layers.png
Scale: 4 px per um. Two of the layers only.
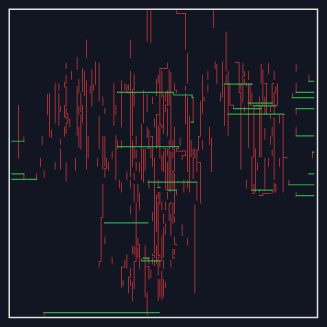
m2.png
Scale: 6 px per um.
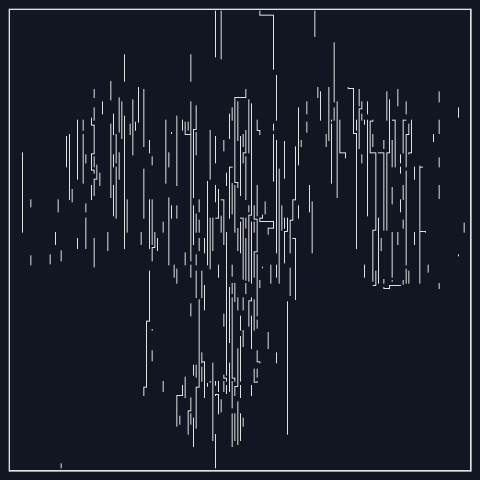
placed.png
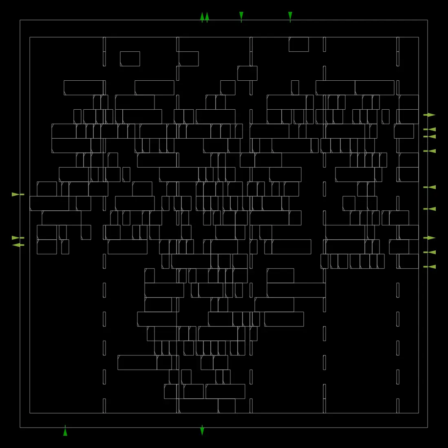
==> config.mk <==
export PLATFORM = sky130hd
export DESIGN_NAME = lcd_spi_write
export DESIGN_NICKNAME = d
export VERILOG_FILES = /design/src/rtl/lcd_pkg.sv /design/src/rtl/lcd_spi_tick.sv /design/src/rtl/lcd_spi_write.sv
export SDC_FILE = /design/constraint.sdc
export NUM_CORES = 1
export LEC_CHECK = 0
export ABC_AREA = 1
export CORE_MARGIN = 1.5
export CORE_UTILIZATION = 29
export DETAILED_ROUTE_END_ITERATION = 10
export SYNTH_ARGS = -nofsm -noshare
export SYNTH_HDL_FRONTEND = slang
export SYNTH_SLANG_ARGS = --single-unit
==> constraint.sdc <==
create_clock -name sys_clk -period 1.7 [get_ports sys_clk]
set_clock_uncertainty 0.1 [all_clocks]
set_input_delay 0.17 -clock sys_clk [delete_from_list [all_inputs] [get_ports sys_clk]]
set_output_delay 0.17 -clock sys_clk [all_outputs]
set_load 0.02 [all_outputs]
==> src/rtl/lcd_pkg.sv <==
// Shared definitions for the LCD display path: FSM encodings, DC levels and
// the controller command bytes used by the init/show generators.
package lcd_pkg;

    typedef enum logic [3:0] {
        ST_IDLE  = 4'b0001,
        ST_SETUP = 4'b0010,
        ST_HIGH  = 4'b0100,
        ST_LOW   = 4'b1000
    } lcd_state_e;

    localparam logic DC_CMD  = 1'b0;
    localparam logic DC_DATA = 1'b1;

    localparam logic [7:0] CMD_CASET = 8'h2A;
    localparam logic [7:0] CMD_RASET = 8'h2B;
    localparam logic [7:0] CMD_RAMWR = 8'h2C;

    function automatic logic [7:0] shift_msb_out(input logic [7:0] sr);
        return {sr[6:0], 1'b0};
    endfunction

endpackage

==> src/rtl/lcd_spi_tick.sv <==
// SCLK half-period timer: strobes half_done_o on the last cycle of every
// SCLK_HALF-cycle phase while run_i is high; restart_i zeroes the phase.
module lcd_spi_tick #(
    parameter int unsigned SCLK_HALF = 2
) (
    input  logic clk_i,
    input  logic rst_i,
    input  logic restart_i,
    input  logic run_i,
    output logic half_done_o
);

    localparam logic [7:0] HALF_LAST = 8'(SCLK_HALF - 1);

    logic [7:0] phase_q;
    logic [7:0] phase_d;

    assign half_done_o = run_i && (phase_q == HALF_LAST);

    // next phase count
    always_comb begin
        phase_d = phase_q;
        if (restart_i) begin
            phase_d = 8'd0;
        end else if (!run_i) begin
            phase_d = 8'd0;
        end else if (phase_q == HALF_LAST) begin
            phase_d = 8'd0;
        end else begin
            phase_d = phase_q + 8'd1;
        end
    end

    // phase register
    always_ff @(posedge clk_i) begin
        if (rst_i) begin
            phase_q <= 8'd0;
        end else begin
            phase_q <= phase_d;
        end
    end

endmodule

==> src/rtl/lcd_spi_write.sv <==
// Serializes one {dc, byte} word onto a 4-wire mode-0 SPI LCD bus, MSB first,
// and pulses wr_done when the last bit has been clocked out.
module lcd_spi_write
    import lcd_pkg::*;
#(
    parameter int unsigned SCLK_HALF = 2,
    parameter int unsigned GAP       = 3
) (
    input  logic       sys_clk,
    input  logic       sys_rst,
    input  logic       en_write,
    input  logic [8:0] data_in,
    output logic       busy,
    output logic       wr_done,
    output logic       lcd_cs,
    output logic       lcd_dc,
    output logic       lcd_sclk,
    output logic       lcd_mosi
);

    localparam logic [3:0] GAP_INIT = 4'(GAP);

    lcd_state_e state_q, state_d;
    logic [7:0] shift_q, shift_d;
    logic [2:0] bit_q, bit_d;
    logic [3:0] gap_q, gap_d;
    logic       cs_q, cs_d;
    logic       dc_q, dc_d;
    logic       sclk_q, sclk_d;
    logic       mosi_q, mosi_d;
    logic       busy_q, busy_d;
    logic       done_q, done_d;
    logic       accept_s;
    logic       half_done_s;

    lcd_spi_tick #(.SCLK_HALF(SCLK_HALF)) u_tick (
        .clk_i      (sys_clk),
        .rst_i      (sys_rst),
        .restart_i  (accept_s),
        .run_i      (state_q != ST_IDLE),
        .half_done_o(half_done_s)
    );

    // FSM next state, shifter and bus outputs
    always_comb begin
        state_d  = state_q;
        shift_d  = shift_q;
        bit_d    = bit_q;
        gap_d    = gap_q;
        cs_d     = cs_q;
        dc_d     = dc_q;
        sclk_d   = sclk_q;
        mosi_d   = mosi_q;
        busy_d   = busy_q;
        done_d   = 1'b0;
        accept_s = 1'b0;

        // post-word CS-high gap; busy drops as the count reaches zero
        if (gap_q != 4'd0) begin
            gap_d = gap_q - 4'd1;
            if (gap_q == 4'd1) begin
                busy_d = 1'b0;
            end else begin
                busy_d = busy_q;
            end
        end else begin
            gap_d = gap_q;
        end

        case (state_q)
            ST_IDLE: begin
                if (en_write && (gap_q == 4'd0)) begin
                    accept_s = 1'b1;
                    shift_d  = data_in[7:0];
                    dc_d     = data_in[8];
                    mosi_d   = data_in[7];
                    cs_d     = 1'b0;
                    busy_d   = 1'b1;
                    bit_d    = 3'd0;
                    state_d  = ST_SETUP;
                end else begin
                    state_d = ST_IDLE;
                end
            end
            ST_SETUP: begin
                if (half_done_s) begin
                    sclk_d  = 1'b1;
                    state_d = ST_HIGH;
                end else begin
                    state_d = ST_SETUP;
                end
            end
            ST_HIGH: begin
                if (half_done_s) begin
                    sclk_d  = 1'b0;
                    shift_d = shift_msb_out(shift_q);
                    mosi_d  = shift_q[6];
                    state_d = ST_LOW;
                end else begin
                    state_d = ST_HIGH;
                end
            end
            ST_LOW: begin
                if (half_done_s) begin
                    if (bit_q == 3'd7) begin
                        cs_d    = 1'b1;
                        done_d  = 1'b1;
                        gap_d   = GAP_INIT;
                        state_d = ST_IDLE;
                    end else begin
                        bit_d   = bit_q + 3'd1;
                        sclk_d  = 1'b1;
                        state_d = ST_HIGH;
                    end
                end else begin
                    state_d = ST_LOW;
                end
            end
            default: begin
                cs_d    = 1'b1;
                sclk_d  = 1'b0;
                state_d = ST_IDLE;
            end
        endcase
    end

    // state and output registers
    always_ff @(posedge sys_clk) begin
        if (sys_rst) begin
            state_q <= ST_IDLE;
            shift_q <= 8'd0;
            bit_q   <= 3'd0;
            gap_q   <= 4'd0;
            cs_q    <= 1'b1;
            dc_q    <= DC_CMD;
            sclk_q  <= 1'b0;
            mosi_q  <= 1'b0;
            busy_q  <= 1'b0;
            done_q  <= 1'b0;
        end else begin
            state_q <= state_d;
            shift_q <= shift_d;
            bit_q   <= bit_d;
            gap_q   <= gap_d;
            cs_q    <= cs_d;
            dc_q    <= dc_d;
            sclk_q  <= sclk_d;
            mosi_q  <= mosi_d;
            busy_q  <= busy_d;
            done_q  <= done_d;
        end
    end

    assign busy     = busy_q;
    assign wr_done  = done_q;
    assign lcd_cs   = cs_q;
    assign lcd_dc   = dc_q;
    assign lcd_sclk = sclk_q;
    assign lcd_mosi = mosi_q;

endmodule

==> results_dict.tcl <==
# flow metrics
set metrics [dict create \
    critPathMaxStageDelay_ps 330 \
    power_density_mw_per_mm2 1490 \
    ys.flops 32 \
    clkbuf_count 6 \
    place_worst_setup_slack_ps 62.6 \
    fp.dieW_um 76.7 \
    whs_ps 360 \
    clock-sinks 32 \
    yosysWarningCount 0 \
    synth.most_common_cell "nand2_1" \
    drt-initial-drc-count 64 \
    crit_buf_inv 2 \
    fin_crit_sh_pct 93.3 \
    cts_setup_buffers 0 \
    synth-edff-count 0 \
    fin_nets 269 \
    grt_use_met1_pct 14.9 \
    clk-power_mw 0.717 \
    buf_share_pct 11.3 \
    ys_sh_simple_pct 34.5 \
    signal_buffers 24 \
    ys_sh_mux_pct 0.636 \
    worst_slack_ps 114 \
    pwr-share-comb_pct 40.4 \
    dpl.hpwl_um 2410 \
    grt_pass1_wl_um 5690 \
    r2r-start "u_tick.phase_q[1]$_SDFF_PP0_" \
    cp_cell_sequence "inv_1 -> ha_1 -> inv_1 -> nor2_2 -> nand3_2 -> nand2_2 -> nand2_2 -> nand2_1 -> a21oi_1" \
    drt-wirelength-per-cell_um 10.2 \
    drv_slew 0 \
    grt_util_met2_pct 19.6 \
    p_int_mw 1.85 \
    floorplan.core_util_pct 30.4 \
    ys_cells 224 \
    critPathMaxFanout 11 \
    vdd_drop_max_mv 0.674 \
    die_h_um 76.7 \
    postSynthSeqShare_pct 40.7 \
    p_comb_mw 1.19 \
    hold_violations 0 \
    ff_type "dfxtp_1" \
    register_area_um2 641 \
    seq_share_pct 32.4 \
    critPathTopFamily "simple AND/OR/NAND/NOR gates" \
    status "finished, final reports clean" \
    avgSynthCellArea_um2 7.03 \
    cp.required_ps 1780 \
]
Notes on layers.png above:
[red] M2 | wire length: 1460 um
[green] M3 | wire length: 184 um

Notes on m2.png above:
nets with wire on the layer: 202
main direction: vertical
longest straight run: 26.5 um

Notes on placed.png above:
Post-Layout Cell Count: 322
Core Footprint: 0.00517 mm2
fill cell count: 540

-- state kept, by name, indices dropped and copies added (netlist names) --
| register | cells |
|---|---|
| gap_q | 4 |
| lcd_dc | 1 |
| bit_q | 3 |
| busy | 1 |
| u_tick.phase_q | 8 |
| shift_q | 7 |
| wr_done | 1 |
| lcd_cs | 1 |
| lcd_sclk | 1 |
| lcd_mosi | 1 |
| state_q | 4 |
-- stage by stage --
| step | power (mW) | TNS, ps | utilization [%] |
|---|---|---|---|
| final | 2.94 | 0 | 38.3 |
| after global routing | 3.18 | -0.233 | 38.3 |
| after CTS | 2.94 | 0 | 37.9 |
| after detailed placement | 2.21 | 0 | 35.8 |
| after global placement | 2.22 | 0 | 35.8 |
| after floorplan | 1.86 | 0 | - |
-- placed cells by master, fill, tap and decap left out, types with 5 or more instances in the layout --
cell type	instances
nor2_1	28
inv_1	28
ha_1	5
buf_4	7
a21oi_1	16
clkdlybuf4s50_1	17
dfxtp_1	32
clkbuf_8	5
nand3_1	21
nand2_1	56
-- worst max-delay path by stage --
stage,endpoint,slack [ps]
final,shift_q[5]$_SDFFE_PP0P_,110
after global routing,shift_q[5]$_SDFFE_PP0P_,-0.2
after global placement,shift_q[1]$_SDFFE_PP0P_,60
after detailed placement,shift_q[4]$_SDFFE_PP0P_,60
after CTS,shift_q[4]$_SDFFE_PP0P_,50
after floorplan,lcd_mosi$_SDFFE_PP0P_,280
-- cell families (layout without fill, tap and decap cells) --
kind of cell	count (synthesis)	count (layout)
AOI/OAI and AO/OA	24	24
xor gates and xnor gates	2	2
adders and majority gates	6	6
buffers and inverters	34	62
DFF	32	32
muxes	1	1
and+or+nand+nor	125	125
-- routing by layer --
metal  share of wire, %  vias to the layer above
met4                1.7                        0
met3                5.6                        6
met2                 44                       42
li1                   -                      767
met1                 48                      613
met5                  0                        -
Power is estimated from default activity; no workload was simulated.
